**Routing congestion**

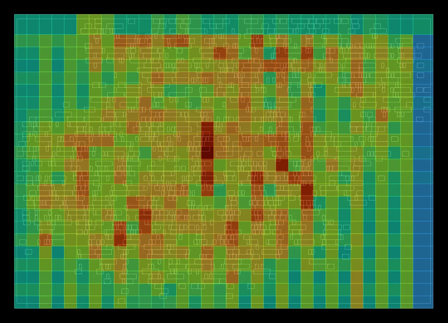
**Sequential cells colored by netlist name**

The bar under the picture is 50 um long. Other sequential cells in the stronger gray, the rest of the logic in the fainter gray.
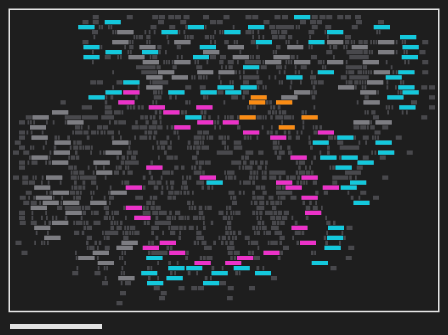
**Placed cells, one color a class**

The bar under the picture is 50 um long.
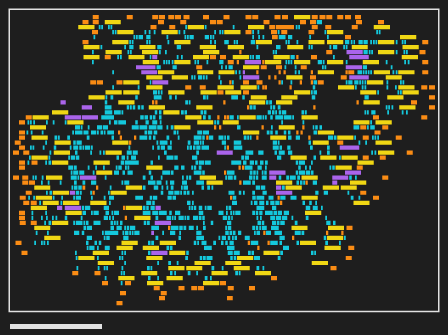
**Signal wires by layer**

The bar under the picture is 50 um long. Only two layers are drawn.
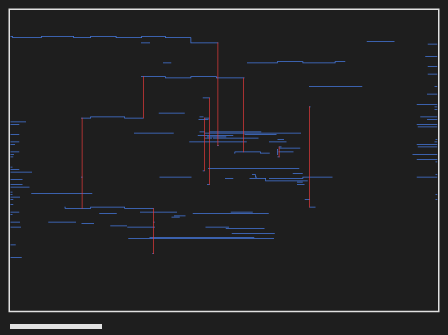
File: config.mk
export PLATFORM = sky130hd
export DESIGN_NAME = booth_mul_unit_flat
export DESIGN_NICKNAME = d
export VERILOG_FILES = /design/src/rtl/booth_mul_unit_if.sv /design/src/rtl/booth_mul_unit.sv /design/src/flat_wrapper.sv
export SDC_FILE = /design/constraint.sdc
export NUM_CORES = 1
export LEC_CHECK = 0
export CAP_MARGIN = 25
export CORE_ASPECT_RATIO = 0.7
export CORE_UTILIZATION = 25
export CTS_CLUSTER_SIZE = 12
export DETAILED_ROUTE_END_ITERATION = 8
export GPL_TIMING_DRIVEN = 0
export PLACE_DENSITY = 0.46
export SYNTH_ARGS = -nofsm -noshare
export SYNTH_HDL_FRONTEND = slang
export SYNTH_SLANG_ARGS = --single-unit
File: constraint.sdc
create_clock -name clk -period 6.25 [get_ports clk]
set_input_delay 1.25 -clock clk [delete_from_list [all_inputs] [get_ports clk]]
set_output_delay 1.25 -clock clk [all_outputs]
set_load 0.02 [all_outputs]
File: src/rtl/booth_mul_unit_if.sv
// Operand/result bundle between the EX stage and the Booth multiplier.
// The master drives the operands. The slave (the multiplier) returns stall and result.
interface booth_mul_unit_if #(
  parameter int WIDTH = 32
);
  logic [3:0]         alu_cnt;
  logic               start;
  logic [WIDTH-1:0]   op_a;
  logic [WIDTH-1:0]   op_b;
  logic               stall;
  logic               busy;
  logic               done;
  logic [2*WIDTH-1:0] result;

  modport master (
    output alu_cnt, start, op_a, op_b,
    input  stall, busy, done, result
  );

  modport slave (
    input  alu_cnt, start, op_a, op_b,
    output stall, busy, done, result
  );
endinterface

File: src/rtl/booth_mul_unit.sv
// Sequential radix-2 Booth multiplier, one step per cycle. It freezes the pipeline from accept until DONE.
// Latency: WIDTH+1 edges from accept to the done pulse. The unit ignores new requests until it returns to IDLE.
module booth_mul_unit #(
  parameter int WIDTH = 32,
  parameter int CNT_W = 6
) (
  input  logic            clk,
  input  logic            rst,
  booth_mul_unit_if.slave bus
);

  localparam logic [1:0] S_IDLE = 2'b00;
  localparam logic [1:0] S_RUN  = 2'b01;
  localparam logic [1:0] S_DONE = 2'b10;
  localparam logic [3:0] ALU_MUL = 4'b1000;

  logic [1:0]         state_q, state_d;
  logic [WIDTH:0]     a_q, a_d;
  logic [WIDTH:0]     m_q, m_d;
  logic [WIDTH-1:0]   q_q, q_d;
  logic               q1_q, q1_d;
  logic [CNT_W-1:0]   cnt_q, cnt_d;
  logic [2*WIDTH-1:0] result_q, result_d;
  logic [WIDTH:0]     sum;
  logic               accept;

  assign accept = (state_q == S_IDLE) && bus.start && (bus.alu_cnt == ALU_MUL);

  // A is WIDTH+1 bits wide, so subtracting M = -2**(WIDTH-1) cannot overflow.
  always_comb begin
    case ({q_q[0], q1_q})
      2'b01:   sum = a_q + m_q;
      2'b10:   sum = a_q - m_q;
      default: sum = a_q;
    endcase
  end

  always_comb begin
    state_d  = state_q;
    a_d      = a_q;
    m_d      = m_q;
    q_d      = q_q;
    q1_d     = q1_q;
    cnt_d    = cnt_q;
    result_d = result_q;
    case (state_q)
      S_IDLE: begin
        if (accept) begin
          m_d     = {bus.op_a[WIDTH-1], bus.op_a};
          q_d     = bus.op_b;
          a_d     = '0;
          q1_d    = 1'b0;
          cnt_d   = CNT_W'(WIDTH);
          state_d = S_RUN;
        end
      end
      S_RUN: begin
        a_d   = {sum[WIDTH], sum[WIDTH:1]};
        q_d   = {sum[0], q_q[WIDTH-1:1]};
        q1_d  = q_q[0];
        cnt_d = cnt_q - 1'b1;
        if (cnt_q == CNT_W'(1)) begin
          state_d  = S_DONE;
          result_d = {a_d[WIDTH-1:0], q_d};
        end
      end
      S_DONE:  state_d = S_IDLE;
      default: state_d = S_IDLE;
    endcase
  end

  always_ff @(posedge clk or posedge rst) begin
    if (rst) begin
      state_q  <= S_IDLE;
      a_q      <= '0;
      m_q      <= '0;
      q_q      <= '0;
      q1_q     <= 1'b0;
      cnt_q    <= '0;
      result_q <= '0;
    end else begin
      state_q  <= state_d;
      a_q      <= a_d;
      m_q      <= m_d;
      q_q      <= q_d;
      q1_q     <= q1_d;
      cnt_q    <= cnt_d;
      result_q <= result_d;
    end
  end

  assign bus.stall  = !rst && (accept || (state_q == S_RUN));
  assign bus.busy   = (state_q == S_RUN);
  assign bus.done   = (state_q == S_DONE);
  assign bus.result = result_q;

endmodule

File: src/flat_wrapper.sv
// flat-port wrapper written by rule: the top's interface ports become plain ports
module booth_mul_unit_flat 
#(
  parameter int WIDTH = 32,
  parameter int CNT_W = 6
)
  (clk, rst, bus_alu_cnt, bus_start, bus_op_a, bus_op_b, bus_stall, bus_busy, bus_done, bus_result);
  booth_mul_unit_if #(.WIDTH(WIDTH)) bus_i ();
  input  logic clk;
  input  logic rst;
  input wire logic [$bits(bus_i.alu_cnt)-1:0] bus_alu_cnt;
  input wire logic [$bits(bus_i.start)-1:0] bus_start;
  input wire logic [$bits(bus_i.op_a)-1:0] bus_op_a;
  input wire logic [$bits(bus_i.op_b)-1:0] bus_op_b;
  output wire logic [$bits(bus_i.stall)-1:0] bus_stall;
  output wire logic [$bits(bus_i.busy)-1:0] bus_busy;
  output wire logic [$bits(bus_i.done)-1:0] bus_done;
  output wire logic [$bits(bus_i.result)-1:0] bus_result;
  assign bus_i.alu_cnt = bus_alu_cnt;
  assign bus_i.start = bus_start;
  assign bus_i.op_a = bus_op_a;
  assign bus_i.op_b = bus_op_b;
  assign bus_stall = bus_i.stall;
  assign bus_busy = bus_i.busy;
  assign bus_done = bus_i.done;
  assign bus_result = bus_i.result;
  booth_mul_unit #(.WIDTH(WIDTH), .CNT_W(CNT_W)) u_core (.clk(clk), .rst(rst), .bus(bus_i));
endmodule
==> flow_summary.yaml <==
# generated from flow reports
timing:
  fin_crit_ns: 5.084
  setup_viol: 0
  post-route-period-util_pct: 81.34
  final_hold_viol_count: 0
synth:
  ys_sh_adder_pct: 5.086
  ys_types: 59
  most_common_cell: "nand2_1"
  simple_gate_area_share_pct: 22.20
  edf_count: 0
  top_cell_area_share_pct: 45.72
  yosys_cells: 1085
finish:
  layout_top_cells: "nand2_1 (300), dfrtp_1 (169), clkdlybuf4s50_1 (137)"
  area_growth_pct: 28.65
  nClkBuffers: 18
  finalInstanceArea_um2: 11900
  fin_nets: 1350
  inverters: 26
setup_path:
  crit_chain: "clkdlybuf4s50_1 -> nor4b_1 -> and3_1 -> clkbuf_1 -> nor2_1 -> clkbuf_1 -> nor2_1 -> clkdlybuf4s50_1"
  slowest_delay_ns: 0.62
  cp.arrival_ns: 3.83
clocking:
  holdBufCountCts: 0
  cts_resized: 0
  htreeDepth: 4
  clkSlewWorstSetupHoldPaths_ns: 0.07
power:
  pwr-share-clk_pct: 20.0
  pwr-share-comb_pct: 52.1
  powerDensity_nw_per_um2: 499.5
  top_power_group: "combinational cells"
routing:
  maxUsedRoutingLayer: "met4"
  wl_met3_um: 1419
  drtAntennaViolNets: 0
  routed_wl_um: 29910
  met1_length_um: 16310
place:
  placed_cells: 1703
  io_buffers: 137
floorplanning:
  pin_count: 138
  fp-row-count: 58
  coreArea_um2: 36140
  die_y_um: 162.9
run_status:
  status: "finished, final reports clean"
-- 'routing congestion' (at the start) --
GRT busiest layer: met1
Total GRT Usage: 16.32%
M2 GR Usage: 21.79%
met3 Use GR: 3.711%

-- 'sequential cells colored by netlist name' (at the start) --
Key: orange = u_core.cnt_q [flops 6]; cyan = u_core.bus.result [flops 64, where spread over the die]; magenta = u_core.a_q [flops 32]
Another 67 sequential cells are not colored.
sequential cell area: 4229 um^2
fin util: 32.93%
Power Sequential: 0.00166 W
Seq/total area: 35.54%

-- 'placed cells, one color a class' (at the start) --
Key: cyan = all other logic [cells 854, share of their area 42%]; orange = other buffers and delay cells [cells 200, share of their area 14%]; yellow = flip-flops [cells 169, share of their area 37%]; purple = clock drivers and dummy loads [cells 32, share of their area 5.7%]

-- 'signal wires by layer' (at the start) --
Key: blue = met3 [wire length 1420 um]; red = met4 [wire length 327 um]

-- worst max path at each step --
stage	start	to	slack [ns]	cells past startpoint
2_1_floorplan	rst	u_core.a_q[0]$_DFFE_PP0P_	0.42	1
3_3_place_gp	rst	u_core.m_q[15]$_DFFE_PP0P_	-2.59	2
3_5_place_dp	bus_alu_cnt[1]	bus_stall	1.08	8
4_1_cts	bus_alu_cnt[1]	bus_stall	1.06	8
5_1_grt	bus_alu_cnt[1]	bus_stall	0.87	8
6_report	bus_alu_cnt[1]	bus_stall	1.17	8
-- flip-flops by register name (all words and copies together) (netlist names) --
signal / count
u_core.a_q: 32
u_core.state_q: 2
u_core.q1_q: 1
u_core.m_q: 32
u_core.cnt_q: 6
u_core.bus.result: 64
u_core.q_q: 32
No activity file was given, so power comes from the tool's default toggle rates.
